==> config.mk <==
export PLATFORM = sky130hd
export DESIGN_NAME = ram_64x16
export DESIGN_NICKNAME = d
export VERILOG_FILES = /design/src/rtl/ram_64x16.sv
export SDC_FILE = /design/constraint.sdc
export NUM_CORES = 1
export LEC_CHECK = 0
export CAP_MARGIN = 20
export CELL_PAD_IN_SITES_DETAIL_PLACEMENT = 0
export CELL_PAD_IN_SITES_GLOBAL_PLACEMENT = 1
export CORE_MARGIN = 8
export CORE_UTILIZATION = 30
export CTS_BUF_LIST = sky130_fd_sc_hd__clkbuf_8 sky130_fd_sc_hd__clkbuf_16
export CTS_CLUSTER_SIZE = 20
export DETAILED_ROUTE_END_ITERATION = 12
export PLACE_DENSITY_LB_ADDON = 0.1
export RECOVER_POWER = 50
export SETUP_SLACK_MARGIN = 0.2
export SYNTH_ARGS = -nofsm -noshare
export SYNTH_HDL_FRONTEND = slang
export SYNTH_SLANG_ARGS = --single-unit
export TNS_END_PERCENT = 10
==> constraint.sdc <==
create_clock -name clk -period 2.4 [get_ports clk]
set_input_delay 0.24 -clock clk [delete_from_list [all_inputs] [get_ports clk]]
set_output_delay 0.24 -clock clk [all_outputs]
set_load 0.01 [all_outputs]
==> src/rtl/ram_64x16.sv <==
// ram_64x16: single-port-per-cycle synchronous RAM (one write OR one read per
// clock) with a registered read port and a synchronous, active-high clear
// that wipes every stored word as well as the output register.
// The reset input keeps the name rst_n, but a 1 on it requests reset.
module ram_64x16 #(
  parameter int DATA_W = 16,
  parameter int ADDR_W = 6,
  parameter int DEPTH  = 64   // must equal 2**ADDR_W so every address maps to a word
) (
  input  logic              clk,
  input  logic              rst_n,    // synchronous, active-high clear
  input  logic              wr_rd,    // 1 = write cycle, 0 = read cycle
  input  logic [DATA_W-1:0] data_in,
  input  logic [ADDR_W-1:0] wr_addr,
  input  logic [ADDR_W-1:0] rd_addr,
  output logic [DATA_W-1:0] data_out
);

  logic [DATA_W-1:0] mem_q [DEPTH];
  logic [DATA_W-1:0] data_out_q;
  logic [DATA_W-1:0] data_out_d;

  // Read-port next state: a read cycle loads the addressed word, a write cycle holds.
  always_comb begin
    // NOTE: assign the default first so every path drives data_out_d and no latch is inferred.
    data_out_d = data_out_q;
    if (!wr_rd) begin
      data_out_d = mem_q[rd_addr];
    end
  end

  // Storage: clear all words on reset, otherwise write on a write cycle only.
  always_ff @(posedge clk) begin
    if (rst_n) begin
      // NOTE: the whole array is cleared here because reads after reset must return 0; this
      // forces the storage into flops rather than a RAM macro, which this small block accepts.
      for (int i = 0; i < DEPTH; i++) begin
        mem_q[i] <= '0;
      end
    end else if (wr_rd) begin
      // NOTE: non-blocking so a same-edge read sees the pre-edge contents.
      mem_q[wr_addr] <= data_in;
    end
  end

  // Output register: reset has priority over the read/hold decision.
  always_ff @(posedge clk) begin
    if (rst_n) begin
      data_out_q <= '0;
    end else begin
      data_out_q <= data_out_d;
    end
  end

  assign data_out = data_out_q;

endmodule

### Signal wires on met1

Cells faint in the background.
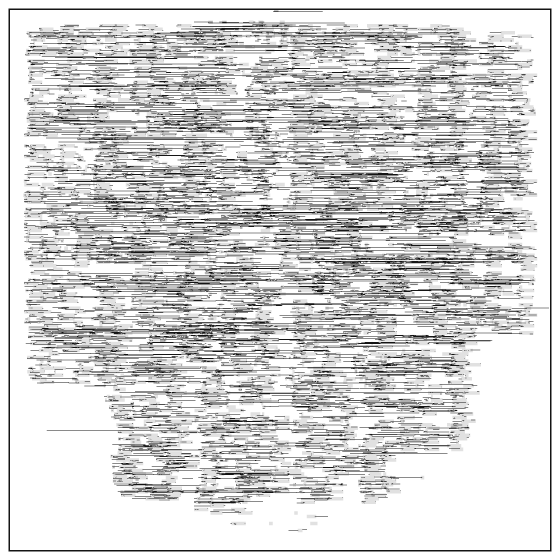
- wire length on this layer: 70.7 mm
- longest straight run: 139 µm

### The metal 2 layer

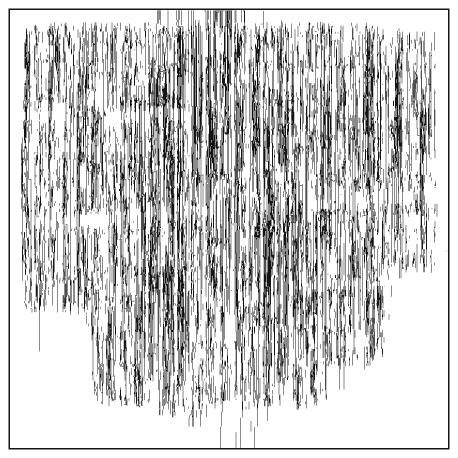
- wire length on this layer: 82.1 mm
- main direction: vertical
- share of all routed wire: 50%
- nets with wire on the layer: 3,063
met2 Use GR: 32.4%
final wirelength: 163,000 µm
Vias: 28,207

### Metal 4

Cells faint in the background.
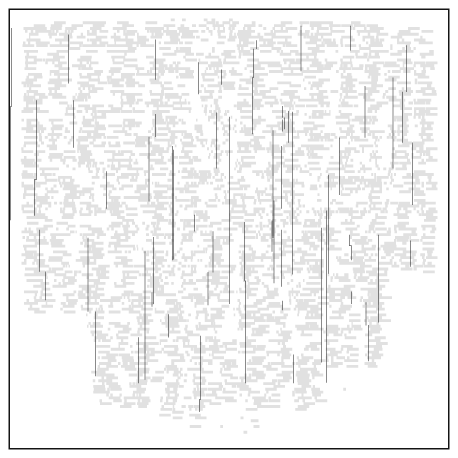
- longest straight run: 178 µm
- nets with wire on the layer: 26
- wire length on this layer: 3,460 µm
- main direction: vertical
- share of all routed wire: 2.1%

### Cell area per tile

The bar under the picture is 100 µm long. The die is cut into 21 by 21 equal tiles; dark blue is low, red is high, 0 to 100% covered.
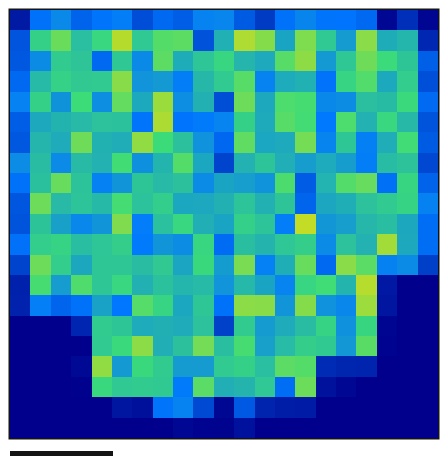
- emptiest ninth of the die: lower right
- nearly empty tiles: 15%
- fullest tile: 67%
FP Core Util: 30.0%
Core ar.: 160,000 µm²
Final Util: 36.3%

==> qor.yml <==
run_status:
  status: "finished clean"
sta:
  slew_viol_final: 0
  hold_viol_final: 0
  slew_headroom_pct: 37.0
  finalSetupTns_ps: 0
  layout_worst_path_cycle_share_pct: 98.1
  finClkSkew_ps: 50.4
  finalSetupViolCount: 0
  rsz0062_at_grt: "yes"
  layout_min_cycle_time_ps: 2350
  fmax_mhz: 425
critical_path:
  r2r_start: "mem_q[31][2]"
  required_ps: 2990
  critPathArrivalTime_ps: 2940
  crit_type: "in2reg"
  cp_slowest_cell: "nor3_1"
  start_kind: "primary input"
  worst_setup_path_end_kind: "flop"
  path_buffers: 3
  max_stage_delay_ps: 630
  crit_start: "rd_addr[3]"
  critical_path.max_fanout: 22
  cpLargestDelayFamily: "simple AND/OR/NAND/NOR gates"
clocking:
  clk_pin_slew_ps: 60
  numCtsBuffers: 121
  clock_latency_ps: 750
  cts_max_level: 3
  post_cts_buffers: 0
  clock-sinks: 1040
  cts_root_buf: "clkbuf_16"
  cts_tree: "yes"
place:
  io_buffers: 46
  gp_congestion: 0.835
  place_hpwl_um: 108000
logic_synthesis:
  ys_types: 40
  yosysChipArea_um2: 48000
  synth.avg_cell_area_um2: 14.5
  postSynthSeqShare_pct: 64.7
  synth_stat.cells: 3316
  synth_area_um2: 48000
  ff_type: "edfxtp_1"
  synthesis.nets: 3347
  yosys_warnings: 0
  synth-edff-count: 1024
global_routing:
  grt_pass1_wl_um: 229000
  grtUsageTotal_pct: 18.4
  grt_max_degree: 77
  grt_pass1_vias: 29199
  grt-ovfl-total: 0
drt:
  wl_per_cell_um: 28.0
  avgViaCountPerCell: 4.84
  dr.first_iter.drc_count: 2279
  ant_nets: 0
  drt-pass1-iter-count: 6
final_layout:
  drive_gt1_share_pct: 27.3
  lay_top_count: "edfxtp_1"
  final_cell_mix: "edfxtp_1, and2_1, and2_0, buf_4, mux2_2"
  fin_nets: 3659
die:
  die_area_um2: 173000
  io_pins: 47
  core.rowCount: 147
  die_x_um: 416
power_and_ir_drop:
  leakagePower_nw: 20.0
  powerDensity_nw_per_um2: 758
  ir_drop_v: 0.000657
hold_path:
  hold_start: "data_in[1]"
  hold_path.class: "in2reg"
run:
  warnings: 29
==> cell type report <==
class	count	area, µm²
Antenna cell	7	17.5
Clock buffer	121	3030
Clock inverter	105	996
Fill cell	15204	102000
Multi-Input combinational cell	1963	15500
Sequential cell	1040	31100
Tap cell	2086	2610
Timing Repair Buffer	502	4780
==> power breakdown <==
part | total (mW) | switching (mW) | internal (mW)
Combinational | 3.99 | 2.39 | 1.61
Clock | 18.8 | 7.81 | 11.0
Sequential | 21.1 | 0.292 | 20.9
Total | 43.9 | 10.5 | 33.4
==> sequential cells by signal, indices dropped and copies added (netlist names) <==
signal / flops
mem_q: 1024
data_out: 16
==> per-stage QoR <==
step	setup slack [ps]	total power, mW	hold slack [ps]	std cells	instance area [µm²]
after floorplan	311	23.2	529	3316	48000
after global placement	-590	25.7	616	5589	54600
after CTS	79.1	44.6	11.5	5817	58700
final	46.5	43.9	75.0	5824	58000
after detailed placement	-647	25.7	618	5589	54600
after global routing	38.7	45.3	35.2	5817	57900
==> cells by family (layout without fill, tap and decap cells) <==
family / count (synthesis) / after routing / share of synthesized area (%)
AND/OR/NAND/NOR: 1339 / 1339 / 17.5
AND-OR/OR-AND: 304 / 304 / 4.38
multiplexers: 320 / 320 / 10.5
buffers and inverters: 313 / 728 / 2.93
other: 0 / 7 / 0
flip-flops: 1040 / 1040 / 64.7
==> Yosys cell counts, drive strengths merged, types with 7 or more instances <==
cell / n / area share (%)
nor2b: 67 / 0.87
o31ai: 32 / 0.50
nor2: 66 / 0.91
and2: 1024 / 13
o21ai: 64 / 0.67
o221ai: 16 / 0.29
buf: 101 / 1.3
o22ai: 64 / 0.83
dfxtp: 16 / 0.67
nand3b: 21 / 0.38
nor3: 67 / 0.70
nand2: 7 / 0.060
mux4: 128 / 6.0
a22oi: 32 / 0.50
mux2: 192 / 4.5
or3b: 11 / 0.21
or2: 65 / 0.85
a22o: 32 / 0.58
clkbuf: 212 / 1.7
a211oi: 64 / 1.0
edfxtp: 1024 / 64
==> what timing repair did <==
action                                  4_1_cts  5_1_grt
gates resized                                 1        1
hold buffers                                  2        0
hold endpoints to repair                     22        0
endpoints found under the setup margin       15       17
==> metal layers <==
layer	vias up	track usage [%]	wire, µm
li1	12760	-	-
met1	14722	24.5	70700
met2	559	32.4	82100
met3	166	2.30	6710
met4	0	3.68	3460
met5	-	0	0
==> worst register-to-register path, stage by stage (launching register included) <==
cell	delay, ps
edfxtp_1	360
mux4_2	570
a22oi_1	220
buf_4	130
o31ai_1	120
buf_4	180
nor3_1	220
buf_4	190
o221ai_1	120
==> path summary, 6_finish.rpt <==
path,to,slack (ps),cells past startpoint
min reg2reg,data_out[2],620,2
max reg2reg,data_out[2],140,8
max,data_out[10],50,8
min,mem_q[47][1],70,2
No activity file was given, so power comes from the tool's default toggle rates.
